Fig. 1: run 1, signal wires on met1
Supply wires on this layer in grey.
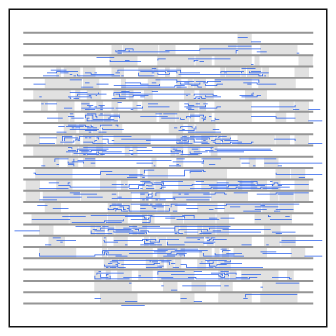
Fig. 2: run 1, placed cells, one colour a class
Bar = 20 µm.
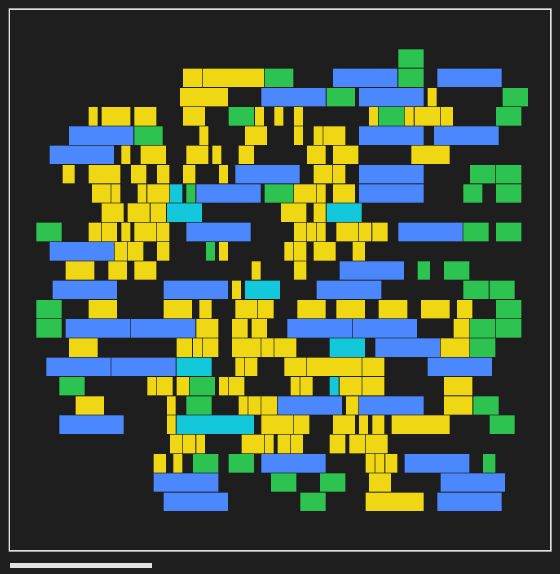
Fig. 3: run 1, clock nets
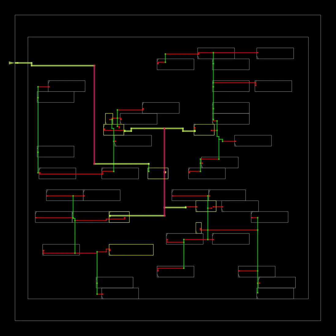
Fig. 4: run 1, cells by drive strength
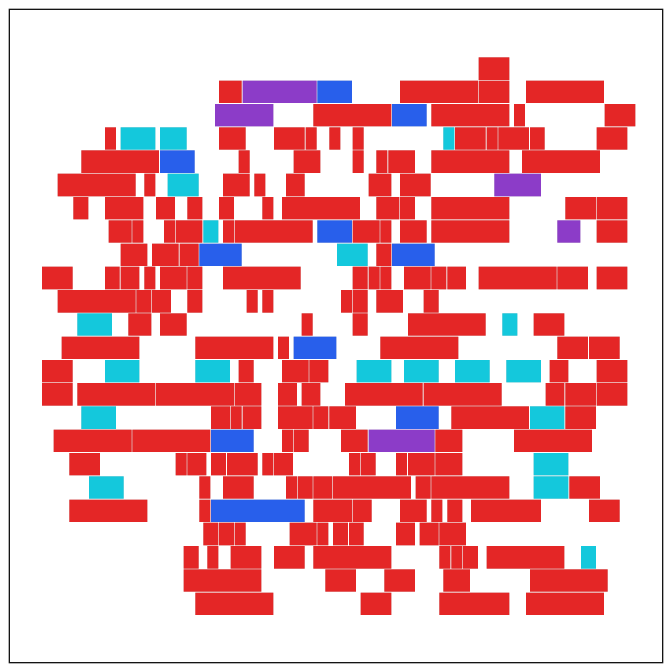
<file path="src/rtl/inters_pkg.sv">
// rtl/inters_pkg.sv - shared types and constants for the intersect stimulus generator
//
// Purpose : FSM state encoding, fault-mode constants and LFSR constants used by
//           inters_stim_gen and inters_lfsr.
// Contents: state_t, MODE_* constants, LFSR_SEED, LFSR_TAPS.

package inters_pkg;

  typedef enum logic [2:0] {
    IDLE = 3'd0,
    P0   = 3'd1,
    P1   = 3'd2,
    P2   = 3'd3,
    GAP  = 3'd4,
    FIN  = 3'd5
  } state_t;

  localparam logic [1:0] MODE_LEGAL  = 2'd0;
  localparam logic [1:0] MODE_DROP_B = 2'd1;
  localparam logic [1:0] MODE_DROP_C = 2'd2;
  localparam logic [1:0] MODE_DROP_D = 2'd3;

  localparam logic [15:0] LFSR_SEED = 16'hACE1;
  // Taps 16,14,13,11 expressed as bit positions 15,13,12,10.
  localparam logic [15:0] LFSR_TAPS = 16'hB400;

endpackage

</file>
<file path="src/rtl/inters_lfsr.sv">
// rtl/inters_lfsr.sv - 16-bit Fibonacci LFSR for randomised gap lengths
//
// Purpose : Free-standing pseudo-random source that steps once per enable.
// Ports   : clk_i   - rising-edge clock
//           rst_ni  - asynchronous active-low reset, loads LFSR_SEED
//           en_i    - advance one step this cycle
//           state_o - current 16-bit LFSR contents

module inters_lfsr
  import inters_pkg::*;
(
  input  logic        clk_i,
  input  logic        rst_ni,
  input  logic        en_i,
  output logic [15:0] state_o
);

  logic [15:0] lfsr_q;
  logic [15:0] lfsr_d;
  logic        fb;

  assign fb     = ^(lfsr_q & LFSR_TAPS);
  assign lfsr_d = en_i ? {lfsr_q[14:0], fb} : lfsr_q;

  always_ff @(posedge clk_i or negedge rst_ni) begin
    if (!rst_ni) begin
      lfsr_q <= LFSR_SEED;
    end else begin
      lfsr_q <= lfsr_d;
    end
  end

  assign state_o = lfsr_q;

endmodule

</file>
<file path="src/rtl/inters_stim_gen.sv">
// rtl/inters_stim_gen.sv - stimulus generator for the intersect-property checker
//
// Purpose : Emits a programmable number of e/a/b/c/d/f transactions, each legal
//           or with one sequence bit dropped, separated by idle gaps.
// Macro   : INTERS_STIM_LFSR_EN - when defined, each gap length is drawn from
//           inters_lfsr masked by the latched gap value.
// Ports   : clk, rst_n          - clock, asynchronous active-low reset
//           start               - run request, ignored unless idle
//           mode, count, gap    - fault select, transaction count, idle gap
//           a, b, c, d, e, f    - sequence / trigger / fault-tag outputs
//           busy, done          - run in progress, end-of-run pulse
//           txn_cnt             - completed transactions in current/last run

module inters_stim_gen
  import inters_pkg::*;
#(
  parameter int CNT_W = 8,
  parameter int GAP_W = 4
) (
  input  logic             clk,
  input  logic             rst_n,
  input  logic             start,
  input  logic [1:0]       mode,
  input  logic [CNT_W-1:0] count,
  input  logic [GAP_W-1:0] gap,
  output logic             a,
  output logic             b,
  output logic             c,
  output logic             d,
  output logic             e,
  output logic             f,
  output logic             busy,
  output logic             done,
  output logic [CNT_W-1:0] txn_cnt
);

  state_t           state_q, state_d;
  logic [1:0]       mode_q, mode_d;
  logic [CNT_W-1:0] count_q, count_d;
  logic [CNT_W-1:0] txn_cnt_q, txn_cnt_d;
  logic [GAP_W-1:0] gap_q, gap_d;
  logic [GAP_W-1:0] gap_cnt_q, gap_cnt_d;
  logic [GAP_W-1:0] gap_len;
  logic             accept;
  logic             last_txn;

  logic a_q, b_q, c_q, d_q, e_q, f_q, busy_q, done_q;
  logic a_d, b_d, c_d, d_d, e_d, f_d, busy_d, done_d;

  assign accept   = (state_q == IDLE) && start;
  assign last_txn = (txn_cnt_q + CNT_W'(1)) == count_q;

`ifdef INTERS_STIM_LFSR_EN
  logic [15:0] lfsr_state;
  logic        lfsr_en;

  // One draw per inter-transaction gap decision; a drawn length of zero
  // degenerates to back-to-back.
  assign lfsr_en = (state_q == P2) && !last_txn && (gap_q != '0);

  inters_lfsr u_lfsr (
    .clk_i   (clk),
    .rst_ni  (rst_n),
    .en_i    (lfsr_en),
    .state_o (lfsr_state)
  );

  assign gap_len = lfsr_state[GAP_W-1:0] & gap_q;
`else
  assign gap_len = gap_q;
`endif

  // State register
  always_ff @(posedge clk or negedge rst_n) begin
    if (!rst_n) begin
      state_q <= IDLE;
    end else begin
      state_q <= state_d;
    end
  end

  // Next-state logic
  always_comb begin
    state_d = state_q;
    unique case (state_q)
      IDLE: begin
        if (start) begin
          state_d = (count != '0) ? P0 : FIN;
        end
      end
      P0: state_d = P1;
      P1: state_d = P2;
      P2: begin
        if (last_txn) begin
          state_d = FIN;
        end else if (gap_len == '0) begin
          state_d = P0;
        end else begin
          state_d = GAP;
        end
      end
      GAP: begin
        if (gap_cnt_q == '0) begin
          state_d = P0;
        end
      end
      FIN: state_d = IDLE;
      default: state_d = IDLE;
    endcase
  end

  // Run parameters and counters
  always_comb begin
    mode_d    = mode_q;
    count_d   = count_q;
    gap_d     = gap_q;
    txn_cnt_d = txn_cnt_q;
    gap_cnt_d = gap_cnt_q;
    if (accept) begin
      mode_d    = mode;
      count_d   = count;
      gap_d     = gap;
      txn_cnt_d = '0;
    end
    if (state_q == P2) begin
      txn_cnt_d = txn_cnt_q + CNT_W'(1);
      // Counter holds remaining cycles after the current one, so a gap of
      // length L loads L-1 and exits when it reads zero.
      gap_cnt_d = gap_len - GAP_W'(1);
    end
    if ((state_q == GAP) && (gap_cnt_q != '0)) begin
      gap_cnt_d = gap_cnt_q - GAP_W'(1);
    end
  end

  always_ff @(posedge clk or negedge rst_n) begin
    if (!rst_n) begin
      mode_q    <= MODE_LEGAL;
      count_q   <= '0;
      gap_q     <= '0;
      txn_cnt_q <= '0;
      gap_cnt_q <= '0;
    end else begin
      mode_q    <= mode_d;
      count_q   <= count_d;
      gap_q     <= gap_d;
      txn_cnt_q <= txn_cnt_d;
      gap_cnt_q <= gap_cnt_d;
    end
  end

  // Output decode from the next state so every output is a flop that lines
  // up with the state it describes.
  always_comb begin
    e_d    = (state_d == P0);
    a_d    = (state_d == P0);
    b_d    = (state_d == P1) && (mode_d != MODE_DROP_B);
    c_d    = (state_d == P1) && (mode_d != MODE_DROP_C);
    d_d    = (state_d == P2) && (mode_d != MODE_DROP_D);
    f_d    = ((state_d == P0) || (state_d == P1) || (state_d == P2)) &&
             (mode_d != MODE_LEGAL);
    busy_d = (state_d == P0) || (state_d == P1) || (state_d == P2) ||
             (state_d == GAP);
    done_d = (state_d == FIN);
  end

  always_ff @(posedge clk or negedge rst_n) begin
    if (!rst_n) begin
      a_q    <= 1'b0;
      b_q    <= 1'b0;
      c_q    <= 1'b0;
      d_q    <= 1'b0;
      e_q    <= 1'b0;
      f_q    <= 1'b0;
      busy_q <= 1'b0;
      done_q <= 1'b0;
    end else begin
      a_q    <= a_d;
      b_q    <= b_d;
      c_q    <= c_d;
      d_q    <= d_d;
      e_q    <= e_d;
      f_q    <= f_d;
      busy_q <= busy_d;
      done_q <= done_d;
    end
  end

  assign a       = a_q;
  assign b       = b_q;
  assign c       = c_q;
  assign d       = d_q;
  assign e       = e_q;
  assign f       = f_q;
  assign busy    = busy_q;
  assign done    = done_q;
  assign txn_cnt = txn_cnt_q;

endmodule

</file>
<file path="config.mk">
export PLATFORM = sky130hd
export DESIGN_NAME = inters_stim_gen
export DESIGN_NICKNAME = d
export VERILOG_FILES = /design/src/rtl/inters_pkg.sv /design/src/rtl/inters_lfsr.sv /design/src/rtl/inters_stim_gen.sv
export SDC_FILE = /design/constraint.sdc
export NUM_CORES = 1
export LEC_CHECK = 0
export CORE_MARGIN = 3
export CORE_UTILIZATION = 40
export CTS_CLUSTER_DIAMETER = 30
export DETAILED_ROUTE_END_ITERATION = 10
export GPL_TIMING_DRIVEN = 0
export HOLD_SLACK_MARGIN = 0.08
export SYNTH_ARGS = -nofsm -noshare
export SYNTH_HDL_FRONTEND = slang
export SYNTH_SLANG_ARGS = --single-unit
export TNS_END_PERCENT = 30
</file>
<file path="constraint.sdc">
create_clock -name clk -period 2.7 [get_ports clk]
set_input_delay 0.54 -clock clk [delete_from_list [all_inputs] [get_ports clk]]
set_output_delay 0.54 -clock clk [all_outputs]
set_load 0.01 [all_outputs]
</file>
==> flow.log, run 1 <==
[flow] final metrics
[metrics] sum of negative setup slack: 0 ns
[metrics] post-route DRC violation count: 0
[metrics] Routed WL per cell: 15.1 µm
[metrics] largest stage delay on the critical path: 0.54 ns
[metrics] largest class: logic gates
[metrics] most frequent cell after synthesis: sky130_fd_sc_hd__dfrtp_1
[metrics] post-synthesis sequential element count: 36
[metrics] minimum clock period: 2.28 ns
[metrics] iteration-0 DRC count of the detailed router: 125
[metrics] layout overhead on the synthesized area: 25.6%
[metrics] layout cells sized above 1: 15.6%
[metrics] most instantiated logic cells after routing: sky130_fd_sc_hd__dfrtp_1 (36), sky130_fd_sc_hd__clkdlybuf4s50_1 (31), sky130_fd_sc_hd__nand2_1 (17), sky130_fd_sc_hd__nor2_1 (14), sky130_fd_sc_hd__mux2_2 (13)
[metrics] largest area contributor in the synthesized netlist: sky130_fd_sc_hd__dfrtp_1
[metrics] tally of yosys warning messages: 0
[metrics] status: completed
[metrics] startpoint kind of the worst setup timing path: flip-flop
[metrics] critical path capture point type: flip-flop
[metrics] WL final: 4.39 mm
[metrics] number of max-capacitance violations reported: 0
[metrics] maximum clock frequency: 439 MHz
[metrics] top cells by count, synth: sky130_fd_sc_hd__dfrtp_1 (36), sky130_fd_sc_hd__nand2_1 (17), sky130_fd_sc_hd__nor2_1 (14)
[metrics] initial antenna violation count: 0
[metrics] number of sequential cells: 36
[metrics] Seq/total area: 36.4%
-- Fig. 1 (at the start) --
The longest straight run is 22.5 µm. The layer holds 48% of the routed length.

-- Fig. 2 (at the start) --
Green stands for other buffers and delay cells, cells 40. Cyan stands for clock drivers and dummy loads, cells 8. Blue stands for flip-flops, cells 36. Yellow stands for all other logic, cells 141.

-- Fig. 3 (at the start) --
clk_lat worst skew: 0.28 ns
power consumed by the clock network: 0.459 mW
maximum clock skew at final layout: 0.00598 ns
Num CTS Buffers: 5

-- Fig. 4 (at the start) --
Red stands for drive 1 or less, cells 190, share 84%. Cyan stands for drive 2, cells 20, share 8.9%. Purple stands for drive 3 to 4, cells 5, share 2.2%. Blue stands for drive 6 and up, cells 10, share 4.4%.

-- run 1: layer usage --
layer  up-vias  GRT usage [%]  part of all wire (%)
li1        760              -                     -
met1       760           22.0                    48
met2        50           23.8                    46
met3         8           4.37                   4.6
met4         0           4.35                   1.1
met5         -              0                     0
-- run 1: path summary, 6_finish.rpt --
| kind | from | to | slack (ns) | cells past startpoint |
|---|---|---|---|---|
| min | rst_n | txn_cnt[3] | 0.34 | 1 |
| max reg2reg | gap_cnt_q[1] | gap_cnt_q[2] | 0.42 | 9 |
| min in group clk | gap_len[1] | gap_len[1] | 0.53 | 1 |
| max | gap_cnt_q[1] | gap_cnt_q[2] | 0.42 | 9 |
| max in group asynchronous | rst_n | gap_cnt_q[1] | 1.86 | 1 |
| min reg2reg | gap_len[1] | gap_len[1] | 0.53 | 1 |
-- run 1: logic make-up (layout without fill, tap and decap cells) --
| group | count (synthesis) | after routing | share of synthesized area [%] |
|---|---|---|---|
| DFF | 36 | 36 | 45.7 |
| adders and majority gates | 2 | 2 | 1.27 |
| AOI/OAI and AO/OA | 47 | 47 | 16.1 |
| buffers and inverters | 14 | 54 | 4.44 |
| xor gates and xnor gates | 12 | 12 | 6.73 |
| muxes | 15 | 15 | 8.69 |
| and+or+nand+nor | 59 | 59 | 17.1 |
-- run 1: power by group through the flow --
stage | registers [mW] | logic, mW | clock network [mW]
6_report | 0.943 | 1.28 | 0.459
5_1_grt | 0.972 | 1.42 | 0.497
3_3_place_gp | 0.943 | 1.25 | 0
2_1_floorplan | 0.934 | 0.921 | 0
3_5_place_dp | 0.953 | 1.29 | 0
4_1_cts | 0.944 | 1.29 | 0.469
==> run 2: changes to the inputs <==
clock period = 2.2 ns   (was 2.7 ns; I/O delays follow)
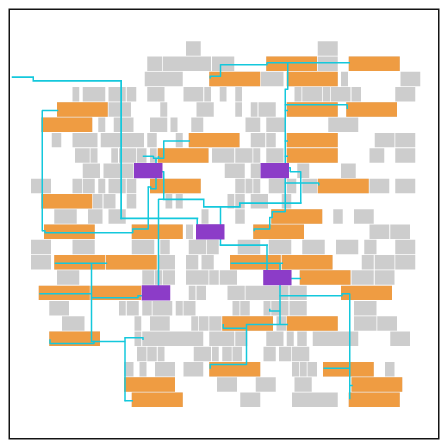
Fig. 5. Clock network drawn from the DEF (run 2).
Cyan stands for clock wires, length 471 µm. Orange stands for flip-flops, count 36. Purple stands for cells driving clock nets, count 5.
There are 6 routed clock nets.

==> run 2 against run 1 <==
  * Clock skew shrank 0.00059 ns
  * Flip-flop count is the same
  * Synthesized area is the same
  * Critical path depth is the same
  * Largest power group unchanged
==> flow.log, run 2 <==
[flow] final metrics
[metrics] Top power group: combinational logic
[metrics] Num CTS Buffers: 5 (unchanged)
[metrics] minimum clock period: 2.06 ns (-0.217 ns)
[metrics] adder share: 1.27% (unchanged)
[metrics] post-route DRC violation count: 0 (unchanged)
[metrics] depth of the most critical reg-to-reg path: 9 (unchanged)
[metrics] launch point of the critical path: gap_cnt_q[1]
[metrics] Synth logic family: simple AND/OR/NAND/NOR gates
[metrics] startpoint kind of the worst setup timing path: flip-flop
[metrics] most instantiated logic cells after routing: sky130_fd_sc_hd__dfrtp_1 (36), sky130_fd_sc_hd__clkdlybuf4s50_1 (31), sky130_fd_sc_hd__nand2_1 (17), sky130_fd_sc_hd__nor2_1 (14), sky130_fd_sc_hd__mux2_2 (13)
[metrics] Power Combinational: 1.60 mW (+25%)
[metrics] XOR Share, Synth: 6.73% (unchanged)
[metrics] status: completed
[metrics] sum of negative setup slack: 0 ns (unchanged)
[metrics] initial antenna violation count: 0 (unchanged)
[metrics] iteration-0 DRC count of the detailed router: 127 (+1.6%)
[metrics] number of max-capacitance violations reported: 0 (unchanged)
[metrics] layout cells sized above 1: 17.1% (+1.5 points)
[metrics] R2R Path Start: gap_cnt_q[1]
[metrics] R2R setup slack: 0.14 ns (-0.28 ns)
[metrics] maximum clock skew at final layout: 0.00539 ns (-0.000588 ns)
[metrics] power consumed by the clock network: 0.565 mW (+23%)
[metrics] tally of yosys warning messages: 0 (unchanged)
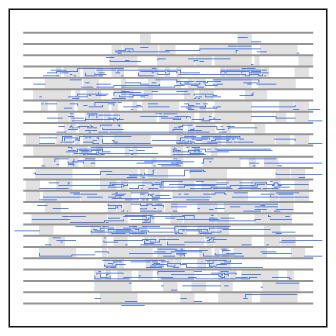
Fig. 6. Signal wires on met1 (run 2).
Supply wires on this layer in grey.
The wires run mostly horizontal. The layer holds 47% of the routed length. The longest straight run is 25.8 µm. 214 nets have wire on it.

[run 2: netlist changes by cell type in the layout (fill, tap and decap cells not counted)]
cell	change
sky130_fd_sc_hd__nor4_4	+1
sky130_fd_sc_hd__nor4_1	-1
sky130_fd_sc_hd__buf_4	+3
[run 2: routing by layer]
metal  part of all wire [%]  up-vias  global-route usage [%]
met5                      0        -                       0
met2                     48       51                    23.8
met4                   0.54        0                    4.35
met1                     47      764                    22.0
met3                    4.8        2                    4.37
li1                       -      766                       -
[run 2: how the worst max path moves through the flow]
stage,to,cells past startpoint,slack (ns)
5_1_grt,gap_cnt_q[2],9,0.02
3_3_place_gp,d,5,-0.24
4_1_cts,d,5,0.01
3_5_place_dp,d,5,-0.30
2_1_floorplan,gap_cnt_q[2],9,0.27
6_report,gap_cnt_q[2],9,0.14
[run 2: worst max-delay path, cell delays in order (launching register included)]
cell and delay, ns:
sky130_fd_sc_hd__dfrtp_1 0.43, sky130_fd_sc_hd__nor4_4 0.35, sky130_fd_sc_hd__nand2b_2 0.19, sky130_fd_sc_hd__buf_6 0.14, sky130_fd_sc_hd__a22o_1 0.19, sky130_fd_sc_hd__inv_1 0.06
sky130_fd_sc_hd__ha_1 0.22, sky130_fd_sc_hd__o21a_1 0.19, sky130_fd_sc_hd__o32ai_1 0.12, sky130_fd_sc_hd__a21oi_1 0.06
[run 2: layout make-up]
cell class	instances	area (µm²)
fill	418	2050
multi-input combinational	135	998
sequential	36	901
timing repair buffer	35	338
tap	65	81.3
clock buffer	6	72.6
buffer	8	65.1
clock inverter	2	35.0
inverter	6	22.5
[run 2: timing repair]
item | in CTS | in global routing
gates cloned | 0 | 0
gates resized | 1 | 1
endpoints found under the setup margin | 1 | 3
buffers inserted | 0 | 3
hold buffers | 0 | 0
==> run 3: changes to the inputs <==
CTS_CLUSTER_SIZE = 16   (was not set)
==> run 3 against run 2 <==
  * Highest routed layer unchanged
  * Global-route usage unchanged
  * Register-to-register slack about the same
  * Critical path type unchanged
  * Maximum frequency unchanged
  * Worst hold slack unchanged
  * Cell area unchanged
  * Power unchanged
  * Clock power about the same
==> flow.log, run 3 <==
[flow] final metrics
[metrics] status: completed
[metrics] overall power after layout: 3.34 mW
[metrics] Routed WL per cell: 15.2 µm
[metrics] Power Combinational: 1.60 mW (about the same)
[metrics] logic area: 998 µm² (unchanged)
[metrics] initial antenna violation count: 0 (unchanged)
[metrics] register area: 901 µm² (unchanged)
[metrics] Internal Power: 2.10 mW
[metrics] highest-count logic cell in the final layout: sky130_fd_sc_hd__dfrtp_1
[metrics] power consumed by the clock network: 0.565 mW (about the same)
[metrics] uppermost routed layer: met4
[metrics] layout cells sized above 1: 17.1% (unchanged)
[metrics] Post-CTS Hold Fix Bufs: 0 (unchanged)
[metrics] met1 usage in global routing: 22.0% (unchanged)
[metrics] iteration-0 DRC count of the detailed router: 127 (unchanged)
[metrics] Critical Path Sink: gap_cnt_q[2]
[metrics] met3 GRT Util: 4.37% (unchanged)
[metrics] fillcell total: 418 (unchanged)
[metrics] depth of the most critical reg-to-reg path: 9 (unchanged)
[metrics] minimum clock period: 2.06 ns (unchanged)
[metrics] R2R setup slack: 0.14 ns (about the same)
[metrics] most instantiated logic cells after routing: sky130_fd_sc_hd__dfrtp_1 (36), sky130_fd_sc_hd__clkdlybuf4s50_1 (31), sky130_fd_sc_hd__nand2_1 (17), sky130_fd_sc_hd__nor2_1 (14), sky130_fd_sc_hd__mux2_2 (13)
[metrics] maximum clock skew at final layout: 0.00539 ns (unchanged)
[metrics] most used routing layer in global routing: met2
[metrics] startpoint kind of the worst setup timing path: flip-flop
[metrics] length of routed met2 wiring: 2.12 mm (unchanged)
[metrics] number of max-capacitance violations reported: 0 (unchanged)
[metrics] worst setup timing slack at the placement stage: -0.301 ns
[metrics] final global-route overflow total: 0
[metrics] Top power group: combinational logic
[metrics] met3 wire length: 214 µm (unchanged)
[metrics] sum of negative setup slack: 0 ns (unchanged)
[metrics] Num CTS Buffers: 5 (unchanged)
[metrics] largest net degree at the start of global routing: 37
[metrics] GR Layer Usage met2: 23.8% (unchanged)
[metrics] detailed-route wire length on metal 1: 2.08 mm (unchanged)
[metrics] number of buffers added on ports: 32
[metrics] launch point of the critical path: gap_cnt_q[1]
[metrics] post-route DRC violation count: 0 (unchanged)
[metrics] R2R Path Start: gap_cnt_q[1]
[metrics] top cells by count, synth: sky130_fd_sc_hd__dfrtp_1 (36), sky130_fd_sc_hd__nand2_1 (17), sky130_fd_sc_hd__nor2_1 (14)
[metrics] tally of yosys warning messages: 0 (unchanged)
run 3: cell counts in the layout (fill, tap and decap cells not counted):
Identical to the previous run, type by type.
run 3: worst max-delay path, stage by stage, from the launching register on:
cell	delay [ns]
sky130_fd_sc_hd__dfrtp_1	0.43
sky130_fd_sc_hd__nor4_4	0.35
sky130_fd_sc_hd__nand2b_2	0.19
sky130_fd_sc_hd__buf_6	0.14
sky130_fd_sc_hd__a22o_1	0.19
sky130_fd_sc_hd__inv_1	0.06
sky130_fd_sc_hd__ha_1	0.22
sky130_fd_sc_hd__o21a_1	0.19
sky130_fd_sc_hd__o32ai_1	0.12
sky130_fd_sc_hd__a21oi_1	0.06
run 3: cell type report:
type	instances	share of cell area (%)
clock buffer	6	2.89
multi-input combinational	135	39.7
clock inverter	2	1.39
inverter	6	0.896
buffer	8	2.59
tap	65	3.24
timing repair buffer	35	13.4
sequential	36	35.8
run 3: cells by family (layout without fill, tap and decap cells):
group / after synthesis / after routing / share of synthesized area, %
fa+ha+maj: 2 / 2 / 1.27
compound gates: 47 / 47 / 16.1
simple gates: 59 / 59 / 17.1
xor+xnor: 12 / 12 / 6.73
flops: 36 / 36 / 45.7
mux: 15 / 15 / 8.69
buf+inv: 14 / 57 / 4.44
run 3: worst min path at each step:
| stage | cells past startpoint | from | end | slack, ns |
|---|---|---|---|---|
| floorplan | 0 | rst_n | b | 0.14 |
| global placement | 1 | mode_q[0] | mode_q[0] | 0.51 |
| detailed placement | 1 | gap_len[1] | gap_len[1] | 0.52 |
| CTS | 1 | rst_n | count_q[3] | 0.27 |
| global route | 1 | rst_n | count_q[3] | 0.30 |
| finish | 1 | rst_n | txn_cnt[3] | 0.23 |
run 3: what timing repair did:
action	CTS	global route
resized	1	1
setup buffers	0	3
setup endpoints to repair	1	3
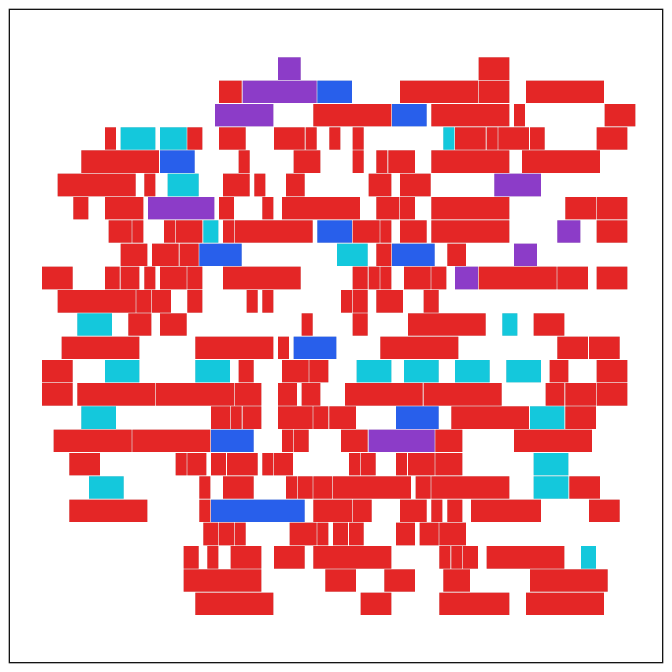
Fig. 7. Cells by drive strength (run 3).
Cyan stands for drive 2, cells 20, share 8.8%. Red stands for drive 1 or less, cells 189, share 83%. Blue stands for drive 6 and up, cells 10, share 4.4%. Purple stands for drive 3 to 4, cells 9, share 3.9%.

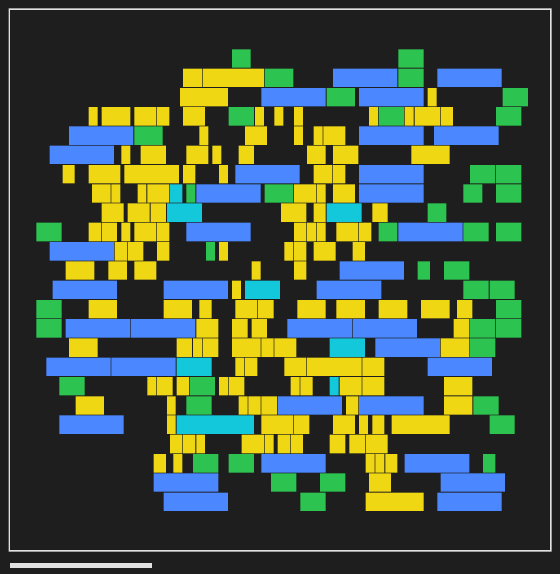
Fig. 8. Placed cells, one colour a class (run 3).
Bar = 20 µm.
Green stands for other buffers and delay cells, cells 43. Cyan stands for clock drivers and dummy loads, cells 8. Blue stands for flip-flops, cells 36. Yellow stands for all other logic, cells 141.

Power is estimated from default activity; no workload was simulated.
